Run 1, ports around the boundary:
Scale bar: 20 um. Pins as bars across the die edge, other pins in gray.
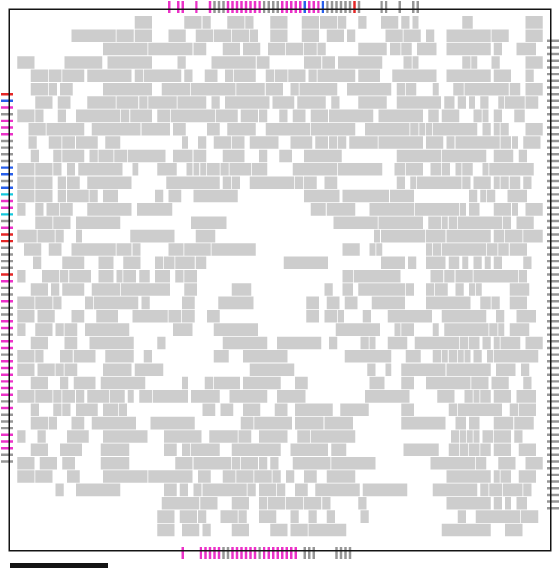
Run 1, local utilization:
The die is cut into 11 by 11 equal tiles; white is low, dark blue is high, 0 to 100% covered.
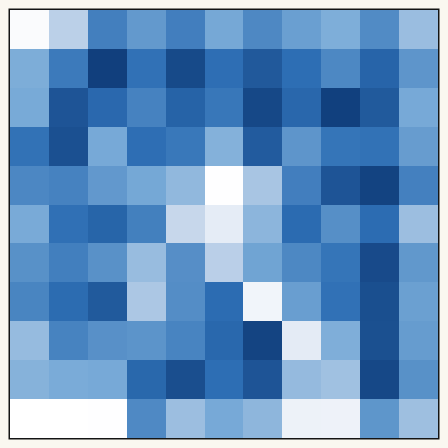
Run 1, drive-strength map:
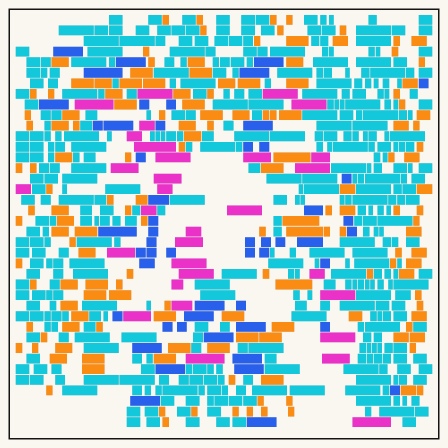
==> config.mk <==
export PLATFORM = sky130hd
export DESIGN_NAME = apb_req_arbiter_flat
export DESIGN_NICKNAME = d
export VERILOG_FILES = /design/src/rtl/apb_req_arbiter_if.sv /design/src/rtl/apb_req_arbiter.sv /design/src/flat_wrapper.sv
export SDC_FILE = /design/constraint.sdc
export NUM_CORES = 1
export LEC_CHECK = 0
export ABC_CLOCK_PERIOD_IN_PS = 1450
export CORE_UTILIZATION = 38
export DETAILED_ROUTE_END_ITERATION = 7
export GPL_TIMING_DRIVEN = 0
export PLACE_DENSITY = 0.87
export SLEW_MARGIN = 20
export SYNTH_ARGS = -nofsm -noshare
export SYNTH_HDL_FRONTEND = slang
export SYNTH_SLANG_ARGS = --single-unit
==> constraint.sdc <==
create_clock -name clk -period 1.45 [get_ports clk]
set_input_delay 0.3625 -clock clk [delete_from_list [all_inputs] [get_ports clk]]
set_output_delay 0.3625 -clock clk [all_outputs]
set_load 0.05 [all_outputs]
==> flow_metrics.py, run 1 <==
# Metrics from the implementation run
metrics = {
    "final_layout": {
        "area_of_all_sequential_standard_cells_mm2": 0.00208,
        "post_route_cells_drive_above_1_share_pct": 35.7,
        "layout.filler_cells": 918,
        "flops": 83,
        "largestClassByArea": "multi-input combinational cells",
    },
    "yosys": {
        "cell_taking_the_most_area_after_synthesis": "sky130_fd_sc_hd__dfrtp_1",
        "synthCells": 418,
        "post_synth_ao_oa_area_fraction_pct": 30.5,
        "synthAdderAreaFrac_pct": 0,
        "yosys.area_share.simple_pct": 15.8,
    },
    "critical_path": {
        "cpPeakStageDelay_ns": 0.42,
        "number_of_stages_on_the_worst_setup_path": 4,
        "path_cells": "o21bai_4 > and4_4 > buf_6 > mux2_4",
        "crit_path_start_kind": "register",
        "critical_path.endpoint_type": "register",
    },
    "die": {
        "rows": 39,
    },
    "clock_network": {
        "clkTransAtPathRegs_ns": 0.06,
        "cts_h_tree_depth": 3,
        "tritoncts": "yes",
    },
    "detailed_routing": {
        "vias_per_cell": 5.44,
    },
    "grt": {
        "grt_start_max_net_pins": 53,
        "grt_antenna_before_repair": 0,
        "grt_overflow": 0,
    },
    "power_and_ir_drop": {
        "power.density_cell_area_mw_per_mm2": 2360,
    },
    "run_status": {
        "status": "finished, final reports clean",
    },
    "job": {
        "drv.max_cap_violation_count": 0,
    },
    "sta": {
        "whs_ns": 0.361,
        "grt_setup_unrepaired": "true",
    },
}
## Picture notes: 'ports around the boundary'
[cyan] `bus_req_write` | pins: 2 | direction: input | edge: left
[blue] `bus_req_prot` | pins: 6 | direction: input | edge: 4 left, 2 top
[red] `bus_paddr` | pins: 5 | direction: output | edge: 4 left, 1 top
[magenta] `bus_req_wdata` | pins: 64 | direction: input | edge: 23 left, 21 top, 20 bottom
all pins by edge: 71 right, 56 left, 43 top, 30 bottom
I/O Buffers: 198
x dimension of the die: 110 um
die extent in y: 110 um

## Picture notes: 'local utilization'
fullest tile: 94%
mean over tiles: 59%
nearly empty tiles: 3.3%
tiles over 75% full: 26%
final core area utilization: 64.5%
Core Box Area: 0.0114 mm^2
share of the core filled by cells before placement: 39.0%

## Picture notes: 'drive-strength map'
[magenta] x6 and larger | cells: 31
[blue] x3 and x4 | cells: 52
[cyan] x1 and smaller | cells: 419
[orange] x2 | cells: 150
buffer count excluding the clock tree in the final layout: 269
total non-filler cell area in the finished layout: 0.00734 mm^2
area growth from synthesis to layout: 65.6%
min setup slack post-route: 0.0202 ns

## run 1: metal layers
| metal | vias up | global-route usage [%] |
|---|---|---|
| li1 | 2012 | - |
| met1 | 2110 | 28.6 |
| met2 | 180 | 42.3 |
| met3 | 21 | 3.97 |
| met4 | 0 | 9.33 |
| met5 | - | 0 |
## run 1: worst reg2reg max path: cells and delay by family, from the launching register on
kind	cells	cell delay, ns
AND-OR/OR-AND	1	0.18
buffers and inverters	1	0.12
flip-flops	1	0.42
multiplexers	1	0.28
AND/OR/NAND/NOR	1	0.32
## run 1: metrics by stage
| stage | setup slack [ns] | TNS (ns) | area [um^2] |
|---|---|---|---|
| 6_report | 0.0202 | 0 | 7340 |
| 5_1_grt | -0.0459 | -0.952 | 7340 |
| 4_1_cts | -0.0324 | -0.116 | 7410 |
| 3_5_place_dp | -0.722 | -49.28 | 6630 |
| 3_3_place_gp | -3.11 | -279.00 | 6610 |
| 2_1_floorplan | -0.0940 | -1.82 | 4450 |
## run 1: repair_timing
action	in CTS	in global routing
pin swaps	7	6
buffers inserted	16	2
endpoints found under the setup margin	157	109
gates resized	388	105
endpoints found under the hold margin	31	0
hold buffers	1	0
gates cloned	2	1
## run 1: report_power, final
part | switching [mW] | internal (mW) | total [mW]
Sequential | 0.769 | 3.37 | 4.14
Combinational | 6.85 | 4.05 | 10.9
Clock | 0.926 | 1.39 | 2.31
## run 1: cell usage in the layout, fill, tap and decap left out, drive strengths merged, types with 3 or more instances in the layout
cell type and n:
clkdlybuf4s15 16, o21ai 75, a31oi 41, nand3b 42
nand2b 34, inv 5, a41oi 41, buf 95
nand2 32, clkbuf 49, nor2 3, clkinvlp 4
dfrtp 83, clkdlybuf4s50 115
--- run 2 (diff from run 1) ---
--- a/config.mk
+++ b/config.mk
@@ -10,7 +10,6 @@
 export DETAILED_ROUTE_END_ITERATION = 7
 export GPL_TIMING_DRIVEN = 0
 export PLACE_DENSITY = 0.87
-export SLEW_MARGIN = 20
 export SYNTH_ARGS = -nofsm -noshare
 export SYNTH_HDL_FRONTEND = slang
 export SYNTH_SLANG_ARGS = --single-unit
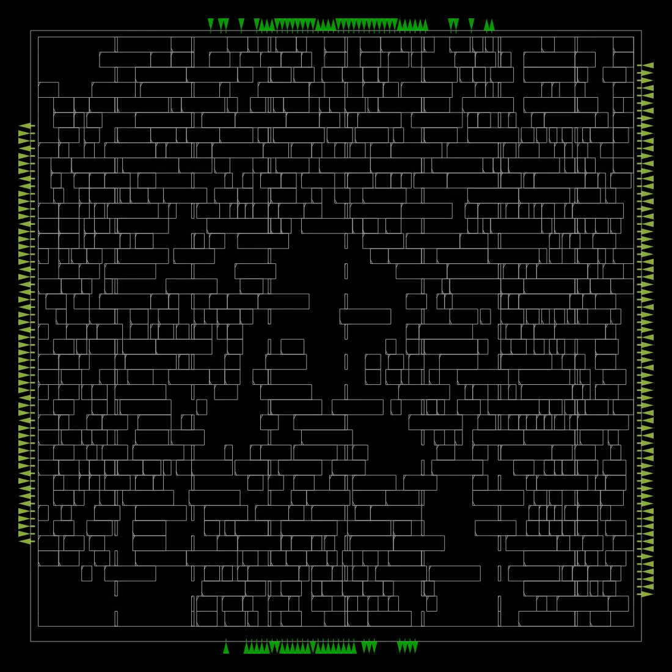
Run 2: cell placement
fraction of area in registers: 28.4%
filler-free cell count of the finished design: 795
count of inserted tapcells: 143
site row count: 39

==> run 2 against run 1 <==
  * Sequential power barely moved
  * Setup slack unchanged
  * Flip-flop count stayed put
  * Synthesized area unchanged
  * Critical endpoint unchanged
==> flow_metrics.py, run 2 <==
# Metrics from the implementation run
metrics = {
    "die": {
        "die.size.x_um": 110,
        "core-area_mm2": 0.0114,
        "fp_util_pct": 39.0,
    },
    "sta": {
        "final.setup.worst_slack_ns": 0.0202,
        "whs_ns": 0.361,
        "grt_setup_unrepaired": "true",
    },
    "grt": {
        "grt_antenna_before_repair": 0,
        "globalRouteMet1Util_pct": 28.6,
        "grt.met3_usage_pct": 3.97,
        "grt.busiest_layer": "met2",
    },
    "final_layout": {
        "area_growth_pct": 65.6,
        "post_route_cells_drive_above_1_share_pct": 35.7,
        "final_layout_top_logic_cell": "sky130_fd_sc_hd__clkdlybuf4s50_1",
        "finish.utilization_pct": 64.5,
        "final_cell_mix": "sky130_fd_sc_hd__clkdlybuf4s50_1 (115), sky130_fd_sc_hd__dfrtp_1 (79), sky130_fd_sc_hd__buf_2 (63), sky130_fd_sc_hd__nand3b_1 (42), sky130_fd_sc_hd__o21ai_0 (39)",
    },
    "place": {
        "io_buffers": 198,
        "placedInstanceArea_mm2": 0.00663,
    },
    "yosys": {
        "synthCells": 418,
    },
    "job": {
        "drv.max_cap_violation_count": 0,
    },
    "clock_network": {
        "cts_h_tree_depth": 3,
    },
    "power_and_ir_drop": {
        "power.sequential.fraction_pct": 23.9,
        "netSwitchingPower_mw": 8.55,
        "clock_power_share_pct": 13.3,
    },
    "run_status": {
        "status": "finished, final reports clean",
    },
}
-- run 2: cell counts in the layout (fill, tap and decap cells not counted) --
No cell type changed its count.
-- run 2: power groups by stage --
| stage | Sequential [mW] | Combinational, mW | Clock, mW |
|---|---|---|---|
| floorplan | 7.36 | 3.47 | 0 |
| global placement | 4.02 | 9.90 | 0 |
| detailed placement | 4.07 | 10.1 | 0 |
| CTS | 4.10 | 10.9 | 2.36 |
| global route | 4.23 | 11.5 | 2.49 |
| finish | 4.14 | 10.9 | 2.31 |
-- run 2: what timing repair did --
item	CTS	global route
gates cloned	2	1
hold endpoints to repair	31	0
hold buffers	1	0
gates resized	388	105
setup endpoints to repair	157	109
pin swaps	7	6
buffers inserted	16	2
-- run 2: stage by stage --
| step | setup TNS, ns | instances |
|---|---|---|
| finish | 0 | 795 |
| global route | -0.952 | 795 |
| CTS | -0.116 | 794 |
| detailed placement | -49.28 | 760 |
| global placement | -279.00 | 759 |
| floorplan | -1.82 | 418 |
-- run 2: layout make-up --
type / count / area [um^2]
buffer: 49 / 344
clock buffer: 11 / 243
clock inverter: 5 / 61.3
fill: 918 / 4030
inverter: 5 / 22.5
multi-input combinational: 279 / 2410
sequential: 83 / 2080
tap: 143 / 179
timing repair buffer: 220 / 1990
-- run 2: cell families (layout without fill, tap and decap cells) --
logic type      Yosys count  after routing  share of synthesized area (%)
simple gates            117            117                           15.8
flops                    83             83                           46.9
compound gates          159            159                           30.5
buf+inv                  56            290                           6.02
mux                       3              3                          0.819
-- run 2: critical path, stage by stage, from the launching register on --
cell                       delay (ns)
sky130_fd_sc_hd__dfrtp_2         0.42
sky130_fd_sc_hd__o21bai_4        0.18
sky130_fd_sc_hd__and4_4          0.32
sky130_fd_sc_hd__buf_6           0.12
sky130_fd_sc_hd__mux2_4          0.28
Power is estimated from default activity; no workload was simulated.
